### Clock distribution, run 1

Scale: 1.5 px per um.
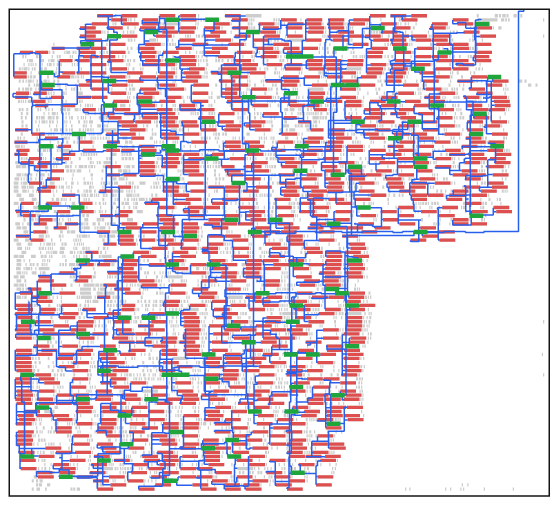
### Placement density heat map, run 1

36 x 32 tiles, from white (low) to dark blue (high), 0 to 100% covered.
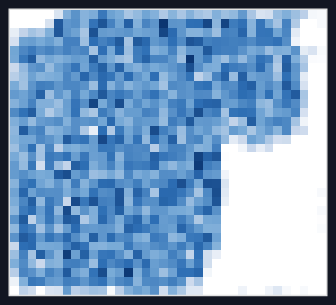
### Congestion heat map, run 1

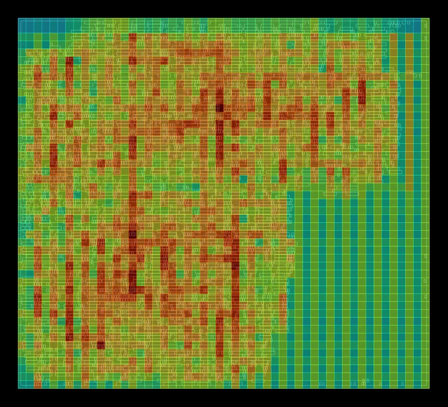
### PDN straps and rails, run 1

Scale: 1.5 px per um. Pins as bars on the die edge.
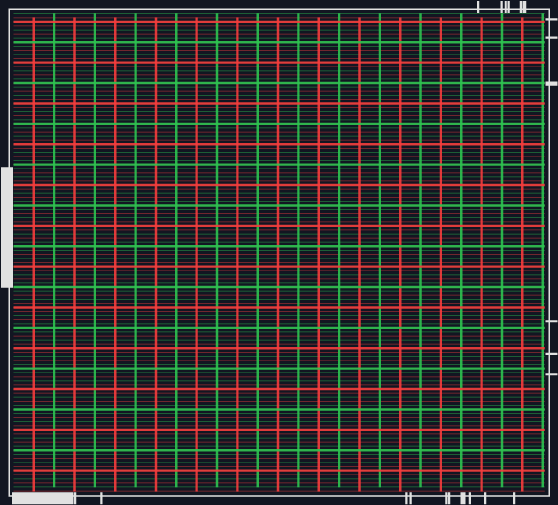
### config.mk
export PLATFORM = sky130hd
export DESIGN_NAME = linx_console_fifo_axil
export DESIGN_NICKNAME = d
export VERILOG_FILES = /design/src/rtl/linx_console_fifo_axil.sv
export SDC_FILE = /design/constraint.sdc
export NUM_CORES = 1
export LEC_CHECK = 0
export ABC_AREA = 1
export CAP_MARGIN = 20
export CORE_ASPECT_RATIO = 0.9
export CORE_MARGIN = 2
export CORE_UTILIZATION = 43
export DETAILED_ROUTE_END_ITERATION = 12
export HOLD_SLACK_MARGIN = 0.06
export SLEW_MARGIN = 20
export SYNTH_ARGS = -nofsm -noshare
export SYNTH_HDL_FRONTEND = slang
export SYNTH_SLANG_ARGS = --single-unit
### constraint.sdc
create_clock -name clk -period 7.35 [get_ports clk]
set_input_delay 1.1025 -clock clk [delete_from_list [all_inputs] [get_ports clk]]
set_output_delay 1.1025 -clock clk [all_outputs]
set_load 0.1 [all_outputs]
### src/rtl/linx_console_fifo_axil.sv
// Per-channel console byte FIFOs with drop counters, flush and irq, read out over AXI4-Lite.
// Optional build macro LINX_CONSOLE_TS_EN adds a 16-bit cycle stamp per byte in DATA[31:16].
module linx_console_fifo_axil #(
  parameter int NCH   = 2,
  parameter int DEPTH = 64,
  parameter int CNT_W = $clog2(DEPTH) + 1
) (
  input  logic             clk,
  input  logic             rst,
  input  logic [NCH-1:0]   ch_valid,
  input  logic [8*NCH-1:0] ch_byte,
  input  logic [11:0]      s_axi_awaddr,
  input  logic             s_axi_awvalid,
  output logic             s_axi_awready,
  input  logic [31:0]      s_axi_wdata,
  input  logic [3:0]       s_axi_wstrb,
  input  logic             s_axi_wvalid,
  output logic             s_axi_wready,
  output logic [1:0]       s_axi_bresp,
  output logic             s_axi_bvalid,
  input  logic             s_axi_bready,
  input  logic [11:0]      s_axi_araddr,
  input  logic             s_axi_arvalid,
  output logic             s_axi_arready,
  output logic [31:0]      s_axi_rdata,
  output logic [1:0]       s_axi_rresp,
  output logic             s_axi_rvalid,
  input  logic             s_axi_rready,
  output logic             irq,
  output logic [NCH-1:0]   nonempty
);

  localparam int PTR_W = $clog2(DEPTH);
  localparam int CH_W  = (NCH > 1) ? $clog2(NCH) : 1;

  // Handshakes: a beat transfers on a rising edge where valid && ready are both high.
  // awready/wready (together) and arready are one-cycle pulses raised only while no
  // response is pending; bvalid/rvalid rise on the accept edge and hold until ready.
  logic aw_rdy_q;
  logic ar_rdy_q;
  logic wr_fire;
  logic rd_fire;

  assign s_axi_awready = aw_rdy_q;
  assign s_axi_wready  = aw_rdy_q;
  assign s_axi_arready = ar_rdy_q;
  assign wr_fire = aw_rdy_q & s_axi_awvalid & s_axi_wvalid;
  assign rd_fire = ar_rdy_q & s_axi_arvalid;

  logic [7:0]    aw_slot;
  logic [7:0]    ar_slot;
  logic [1:0]    aw_reg;
  logic [1:0]    ar_reg;
  logic          aw_ok;
  logic          ar_ok;
  logic [CH_W-1:0] ar_idx;

  assign aw_slot = s_axi_awaddr[11:4];
  assign ar_slot = s_axi_araddr[11:4];
  assign aw_reg  = s_axi_awaddr[3:2];
  assign ar_reg  = s_axi_araddr[3:2];
  assign aw_ok   = ({24'd0, aw_slot} < NCH);
  assign ar_ok   = ({24'd0, ar_slot} < NCH);
  assign ar_idx  = ar_slot[CH_W-1:0];

  logic unused_bits;
  assign unused_bits = ^{s_axi_wstrb, s_axi_wdata[31:2], s_axi_awaddr[1:0], s_axi_araddr[1:0]};

  logic [NCH*CNT_W-1:0] cnt_flat;
  logic [NCH*16-1:0]    drop_flat;
  logic [NCH*8-1:0]     head_flat;
  logic [NCH-1:0]       ovf_flat;
  logic [NCH-1:0]       irq_en_flat;

`ifdef LINX_CONSOLE_TS_EN
  logic [15:0]       ts_q;
  logic [NCH*16-1:0] head_ts_flat;

  always_ff @(posedge clk or posedge rst) begin
    if (rst) ts_q <= '0;
    else     ts_q <= ts_q + 16'd1;
  end
`endif

  for (genvar c = 0; c < NCH; c++) begin : g_ch
    logic [7:0]       mem [DEPTH];
    logic [PTR_W-1:0] wr_ptr_q;
    logic [PTR_W-1:0] rd_ptr_q;
    logic [CNT_W-1:0] cnt_q;
    logic [15:0]      drop_q;
    logic             ovf_q;
    logic             irq_en_q;
    logic             sel_w;
    logic             sel_r;
    logic             full;
    logic             pop;
    logic             push;
    logic             flush;
    logic             drop_ev;
    logic             drop_clr;

    assign sel_w    = wr_fire && aw_ok && (aw_slot == 8'(c));
    assign sel_r    = rd_fire && ar_ok && (ar_slot == 8'(c));
    assign full     = (cnt_q == CNT_W'(DEPTH));
    assign pop      = sel_r && (ar_reg == 2'd0) && (cnt_q != '0);
    assign flush    = sel_w && (aw_reg == 2'd3) && s_axi_wdata[1];
    assign drop_clr = sel_w && (aw_reg == 2'd2);
    // A pop on the same edge frees the slot, so a push into a full FIFO still lands.
    assign push     = ch_valid[c] && (!full || pop) && !flush;
    assign drop_ev  = ch_valid[c] && full && !pop && !flush;

    always_ff @(posedge clk) begin
      if (push) mem[wr_ptr_q] <= ch_byte[8*c +: 8];
    end

    always_ff @(posedge clk or posedge rst) begin
      if (rst) begin
        wr_ptr_q <= '0;
        rd_ptr_q <= '0;
        cnt_q    <= '0;
      end else if (flush) begin
        wr_ptr_q <= '0;
        rd_ptr_q <= '0;
        cnt_q    <= '0;
      end else begin
        if (push) wr_ptr_q <= wr_ptr_q + 1'b1;
        if (pop)  rd_ptr_q <= rd_ptr_q + 1'b1;
        if (push && !pop)      cnt_q <= cnt_q + 1'b1;
        else if (pop && !push) cnt_q <= cnt_q - 1'b1;
      end
    end

    // A clear landing with a drop restarts the count at that drop.
    always_ff @(posedge clk or posedge rst) begin
      if (rst) begin
        drop_q <= '0;
        ovf_q  <= 1'b0;
      end else if (drop_clr) begin
        drop_q <= drop_ev ? 16'd1 : 16'd0;
        ovf_q  <= drop_ev;
      end else if (drop_ev) begin
        if (drop_q != 16'hFFFF) drop_q <= drop_q + 16'd1;
        ovf_q <= 1'b1;
      end
    end

    always_ff @(posedge clk or posedge rst) begin
      if (rst)                          irq_en_q <= 1'b0;
      else if (sel_w && aw_reg == 2'd3) irq_en_q <= s_axi_wdata[0];
    end

`ifdef LINX_CONSOLE_TS_EN
    logic [15:0] ts_mem [DEPTH];

    always_ff @(posedge clk) begin
      if (push) ts_mem[wr_ptr_q] <= ts_q;
    end

    assign head_ts_flat[16*c +: 16] = ts_mem[rd_ptr_q];
`endif

    assign cnt_flat[CNT_W*c +: CNT_W] = cnt_q;
    assign drop_flat[16*c +: 16]      = drop_q;
    assign head_flat[8*c +: 8]        = mem[rd_ptr_q];
    assign ovf_flat[c]                = ovf_q;
    assign irq_en_flat[c]             = irq_en_q;
    assign nonempty[c]                = (cnt_q != '0);
  end

  logic [CNT_W-1:0] sel_cnt;
  logic [15:0]      sel_drop;
  logic [7:0]       sel_head;
  logic             sel_ovf;
  logic             sel_irq_en;
  logic [31:0]      rd_word;

  assign sel_cnt    = cnt_flat[ar_idx*CNT_W +: CNT_W];
  assign sel_drop   = drop_flat[ar_idx*16 +: 16];
  assign sel_head   = head_flat[ar_idx*8 +: 8];
  assign sel_ovf    = ovf_flat[ar_idx];
  assign sel_irq_en = irq_en_flat[ar_idx];

  always_comb begin
    rd_word = '0;
    if (ar_ok) begin
      case (ar_reg)
        2'd0: begin
          if (sel_cnt != '0) begin
            rd_word[7:0] = sel_head;
            rd_word[8]   = 1'b1;
`ifdef LINX_CONSOLE_TS_EN
            rd_word[31:16] = head_ts_flat[ar_idx*16 +: 16];
`endif
          end
        end
        2'd1: begin
          rd_word[CNT_W-1:0] = sel_cnt;
          rd_word[16]        = (sel_cnt == '0);
          rd_word[17]        = (sel_cnt == CNT_W'(DEPTH));
          rd_word[18]        = sel_ovf;
        end
        2'd2: rd_word[15:0] = sel_drop;
        default: rd_word[0] = sel_irq_en;
      endcase
    end
  end

  always_ff @(posedge clk or posedge rst) begin
    if (rst) begin
      aw_rdy_q     <= 1'b0;
      s_axi_bvalid <= 1'b0;
      s_axi_bresp  <= 2'b00;
    end else begin
      aw_rdy_q <= !aw_rdy_q && s_axi_awvalid && s_axi_wvalid && !s_axi_bvalid;
      if (wr_fire) begin
        s_axi_bvalid <= 1'b1;
        s_axi_bresp  <= aw_ok ? 2'b00 : 2'b10;
      end else if (s_axi_bvalid && s_axi_bready) begin
        s_axi_bvalid <= 1'b0;
      end
    end
  end

  always_ff @(posedge clk or posedge rst) begin
    if (rst) begin
      ar_rdy_q     <= 1'b0;
      s_axi_rvalid <= 1'b0;
      s_axi_rdata  <= '0;
      s_axi_rresp  <= 2'b00;
    end else begin
      ar_rdy_q <= !ar_rdy_q && s_axi_arvalid && !s_axi_rvalid;
      if (rd_fire) begin
        s_axi_rvalid <= 1'b1;
        s_axi_rdata  <= rd_word;
        s_axi_rresp  <= ar_ok ? 2'b00 : 2'b10;
      end else if (s_axi_rvalid && s_axi_rready) begin
        s_axi_rvalid <= 1'b0;
      end
    end
  end

  always_ff @(posedge clk or posedge rst) begin
    if (rst) irq <= 1'b0;
    else     irq <= |(irq_en_flat & nonempty);
  end

endmodule

==> results.py, run 1 <==
# Generated from Yosys and OpenROAD reports
metrics = {
    "routing": {
        "drt-initial-drc-count": 3347,
        "avgViaCountPerCell": 5.24,
        "drt-total-wl_um": 123000,
    },
    "worst_hold_path": {
        "hold_class": "flop to flop",
    },
    "floorplan": {
        "num_io_pins": 129,
    },
    "logic_synthesis": {
        "yosysWarnings": 0,
        "syn_inst": 4649,
        "synth.avg_cell_area_um2": 10.5,
        "ys_async_sr_fraction_pct": 8.90,
    },
    "sta": {
        "worst_pin_slew_ns": 1.15,
        "fmax_ghz": 0.222,
        "hold_viol": 0,
    },
    "clocking": {
        "post_cts_buffers": 0,
        "post_cts_resized": 0,
    },
    "placement": {
        "finalWeightedCongestion": 0.874,
        "portBuffers": 75,
    },
    "finish": {
        "fin_nets": 4754,
    },
    "pwr": {
        "p_per_area_mw_per_mm2": 270,
    },
    "setup_path": {
        "reg2reg_from": "g_ch[1].rd_ptr_q[0]",
        "criticalPathCategory": "input pin to flop",
    },
    "outcome": {
        "status": "finished, final reports clean",
    },
    "job": {
        "drv_cap": 0,
        "warnings": 69,
    },
}
## Picture notes: 'Clock distribution'
[blue] clock wires | length: 13000 um
[red] flip-flops | count: 1124
[green] clock-net drivers | count: 114
flops lie: widely spread
routed clock nets: 115
Clk Latency, worst-skew pair: 0.72 ns
Worst Skew: 0.0489 ns
clk pwr: 5.81 mW
proportion of power drawn by the clock network: 39.7%

## Picture notes: 'Placement density heat map'
mean over tiles: 45%
nearly empty tiles: 20%
emptiest ninth of the die: south-east
fullest tile: 98%
tiles over 75% full: 11%

## Picture notes: 'Congestion heat map'
GRT met1 Usage: 30.3%
routed len/inst: 19.7 um
met2 Track Usage GR: 32.2%

## Picture notes: 'PDN straps and rails'
| colour | net |
|---|---|
| red | VSS |
| green | VDD |
rows: 117
met4 straps: 26
met5 straps: 23
signal pins: 129

## run 1: per-stage QoR
step,hold WS [ns],std cells,area [um2]
after floorplan,0.442,4663,48800
after global placement,0.437,6020,50400
after detailed placement,0.445,6020,50400
after CTS,0.454,6232,54200
after global routing,0.479,6232,54200
final,0.452,6232,54200
## run 1: kinds of logic (layout without fill, tap and decap cells)
| kind of cell | count (synthesis) | in the layout | synth area share (%) |
|---|---|---|---|
| AND-OR/OR-AND | 279 | 279 | 3.02 |
| XOR/XNOR | 37 | 37 | 0.665 |
| adder cells (fa/ha/maj) | 20 | 20 | 0.544 |
| buffers and inverters | 535 | 617 | 4.78 |
| flip-flops | 1124 | 1124 | 68.2 |
| multiplexers | 1 | 1 | 0.0231 |
| other | 1 | 15 | 0.00769 |
| AND/OR/NAND/NOR | 2652 | 2652 | 22.7 |
## run 1: flip-flops by register name, summed over array words and instances (netlist names)
register       count
g_ch.rd_ptr_q     12
s_axi_arready      1
g_ch.ovf_q         2
s_axi_rresp        1
g_ch.drop_q       32
s_axi_bresp        1
irq                1
s_axi_rdata       19
g_ch.mem        1024
g_ch.irq_en_q      2
s_axi_bvalid       1
s_axi_awready      1
g_ch.wr_ptr_q     12
g_ch.cnt_q        14
s_axi_rvalid       1
## run 1: worst max-delay path: stages
cell and delay [ns]:
clkdlybuf4s50_1 0.47, nand2_1 0.42, inv_1 0.20, nand2_1 0.29, clkinv_2 0.25, nand3_2 0.10, nand3_1 0.09, nand2_1 0.08
inv_2 0.08, nand2_2 0.09, inv_2 0.29, nand4_2 0.50, nor2_1 0.83
## run 1: cells in the final DEF, fill, tap and decap left out, drive strengths merged, types with 18 or more instances in the layout
cell type | synthesis | layout
nand2 | 1587 | 1587
edfxtp | 1024 | 1024
nand3 | 637 | 637
nor2 | 356 | 356
inv | 285 | 289
clkbuf | 72 | 142
o21ai | 127 | 127
a21oi | 118 | 118
dfrtp | 100 | 100
clkdlybuf4s50 | 0 | 59
buf | 173 | 56
clkinv | 5 | 53
xor2 | 29 | 29
nand4 | 29 | 29
nor3 | 27 | 27
o22ai | 21 | 21
ha | 18 | 18
## run 1: report_power, final
part	switching (mW)	internal (mW)	total (mW)
logic	1.00	0.356	1.36
registers	0.184	7.27	7.45
clock network	2.44	3.36	5.81
total	3.63	11.0	14.6
## run 1: cell type report
| type | instances | share of cell area (%) |
|---|---|---|
| Sequential cell | 1124 | 61.4 |
| Inverter | 290 | 2.04 |
| Clock inverter | 70 | 1.41 |
| Clock buffer | 142 | 5.50 |
| Multi-Input combinational cell | 3004 | 24.4 |
| Tap cell | 1487 | 3.43 |
| Timing Repair Buffer | 115 | 1.81 |
## run 1: metal layers
layer  part of all wire (%)  up-vias
met5                      0        -
met1                     45    15800
met3                    7.3      178
li1                       -    15700
met2                     45     1002
met4                    2.5        0
## run 1: worst paths after layout
kind,end,slack (ns),depth (start not counted)
max,g_ch[1].mem[34][3],2.84,13
max in group asynchronous,s_axi_rdata[18],5.28,3
max reg2reg,s_axi_rdata[2],3.19,14
min in group asynchronous,s_axi_bvalid,0.81,2
min,s_axi_arready,0.45,1
min reg2reg,s_axi_arready,0.45,1
### Met4 routing, run 1

Scale: 1 px per um.
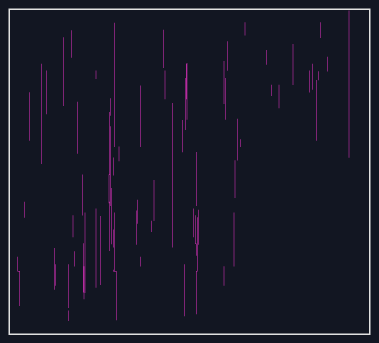

==> run 1 -> run 2 <==
==> constraint.sdc (replaced) <==
create_clock -name clk -period 3.65 [get_ports clk]
set_input_delay 0.5475 -clock clk [delete_from_list [all_inputs] [get_ports clk]]
set_output_delay 0.5475 -clock clk [all_outputs]
set_load 0.1 [all_outputs]
### Met4 routing, run 2

Scale: 1 px per um.
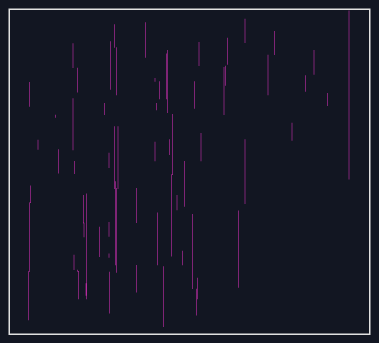
wire length on this layer: 2410 um
main direction: vertical
share of all routed wire: 1.9%

### Placement density heat map, run 2

36 x 32 tiles, from white (low) to dark blue (high), 0 to 100% covered.
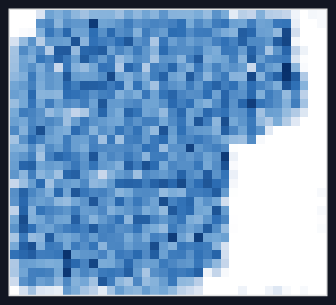
emptiest ninth of the die: south-east
fullest tile: 100%
nearly empty tiles: 20%

==> run 2 against run 1 <==
  * Wire length increased by 4.0%
  * Final area up 2.9%
  * Power is 100% higher
  * Clock skew shrank 0.017 ns
  * Clock power is 100% higher
  * Synthesized cell count unchanged
  * Flip-flop count stayed put
  * Hold slack got worse by 0.21 ns
  * Die size unchanged
  * Clock-buffer cell count is 10 higher
==> results.py, run 2 <==
# Generated from Yosys and OpenROAD reports
metrics = {
    "grt": {
        "use_met2_pct": 32.6,
        "grtUsageMet1_pct": 32.8,
    },
    "floorplan": {
        "rows": 117,
        "num_io_pins": 129,
    },
    "placement": {
        "dp.cells": 6206,
        "pre_cts_ws_ns": 0.178,
        "placed_cell_area_mm2": 0.0521,
        "portBuffers": 75,
    },
    "logic_synthesis": {
        "synth.avg_cell_area_um2": 10.5,
        "syn_inst": 4649,
        "ys_async_sr_fraction_pct": 8.90,
        "flop_cell": "edfxtp_1",
        "yosysWarnings": 0,
    },
    "outcome": {
        "status": "finished, final reports clean",
    },
    "sta": {
        "worst_pin_slew_ns": 1.04,
        "hold_viol": 0,
        "tns_ns": 0,
        "clock_skew_ns": 0.0323,
        "fmax_ghz": 0.342,
    },
    "finish": {
        "largest_registers": "g_ch.mem: 1024 flops, g_ch.drop_q: 32 flops, s_axi_rdata: 19 flops",
        "mostFrequentLayoutCell": "nand2_1",
        "final_cell_mix": "nand2_1, edfxtp_1, nand3_1",
        "fin_nets": 4939,
        "finalInstanceArea_mm2": 0.0558,
        "fin_cells": 6415,
    },
    "worst_hold_path": {
        "min_path_cells": 1,
        "hold_class": "input pin to flop",
        "holdPathEnd": "g_ch[1].mem[53][6]",
    },
    "setup_path": {
        "path_max_fanout": 39,
        "criticalPathCategory": "flop to flop",
        "reg2reg_from": "g_ch[1].rd_ptr_q[1]",
        "r2r_end": "s_axi_rdata[7]",
        "slowest_delay_ns": 0.61,
        "rr_worst_depth": 12,
        "cpMostUsedCell": "nand3_1",
        "reg2reg_slack_ns": 0.72,
        "path_cells": "inv_4 -> buf_4 -> nand3_1 -> nand3_1 -> nand3_1 -> nand2_1 -> nand3_1 -> nand3_1 -> nand3_1 -> nand2_1 -> nand2_1 -> nand2_1",
    },
    "clocking": {
        "cts-root-buf": "clkbuf_16",
        "post_cts_resized": 0,
        "worstSkewPairLatency_ns": 0.71,
        "post_cts_buffers": 0,
    },
    "routing": {
        "drt-total-wl_um": 127000,
        "drt-initial-drc-count": 3356,
        "avgViaCountPerCell": 5.22,
        "wl_per_cell_um": 19.9,
        "drtAntennaViolNets": 0,
    },
    "job": {
        "drv_cap": 0,
    },
    "pwr": {
        "p_per_area_mw_per_mm2": 530,
        "leakage_nw": 21.7,
    },
}
run 2: worst max-delay path by stage:
stage | endpoint | slack (ns) | cells after the start
6_report | s_axi_rdata[7] | 0.72 | 12
3_5_place_dp | g_ch[1].mem[35][3] | 0.18 | 16
2_1_floorplan | g_ch[1].cnt_q[6] | 0.29 | 21
5_1_grt | g_ch[1].cnt_q[6] | 0.41 | 21
3_3_place_gp | g_ch[1].cnt_q[6] | 0.19 | 23
4_1_cts | s_axi_rdata[6] | 0.75 | 12
run 2: per-stage QoR:
step,hold WS (ns),power [mW]
final,0.240,29.6
after global routing,0.243,30.6
after CTS,0.213,29.7
after detailed placement,0.444,18.1
after global placement,0.438,18.1
after floorplan,0.442,17.0
run 2: power by group:
group | internal, mW | switching, mW | total, mW
logic | 0.824 | 2.07 | 2.89
clock network | 6.75 | 4.91 | 11.7
registers | 14.6 | 0.380 | 15.0
total | 22.2 | 7.36 | 29.6
run 2: layout make-up:
class / count / area [um2] / area share [%]
clock buffer: 152 / 3080 / 5.52
clock inverter: 57 / 633 / 1.14
inverter: 290 / 1110 / 1.99
multi-input combinational: 3004 / 13200 / 23.7
sequential: 1124 / 33300 / 59.6
tap: 1487 / 1860 / 3.34
timing repair buffer: 301 / 2600 / 4.67
run 2: cell families (layout without fill, tap and decap cells):
| kind of cell | count (synthesis) | in the layout | synth area share [%] |
|---|---|---|---|
| simple gates | 2652 | 2652 | 22.7 |
| flops | 1124 | 1124 | 68.2 |
| buf+inv | 535 | 800 | 4.78 |
| compound gates | 279 | 279 | 3.02 |
| xor+xnor | 37 | 37 | 0.665 |
| fa+ha+maj | 20 | 20 | 0.544 |
| other cells | 1 | 15 | 0.00769 |
| mux | 1 | 1 | 0.0231 |
run 2: routing by layer:
metal,share of wire (%),vias up
met5,0.0094,-
met4,1.9,2
met3,7.3,155
met2,44,1061
met1,47,16200
li1,-,16000
run 2: critical path: cells and delay by family, from the launching register on:
kind / cells / cell delay (ns)
buffers and inverters: 2 / 0.84
DFF: 1 / 0.61
and+or+nand+nor: 10 / 1.41
Power and IR drop assume default switching activity.
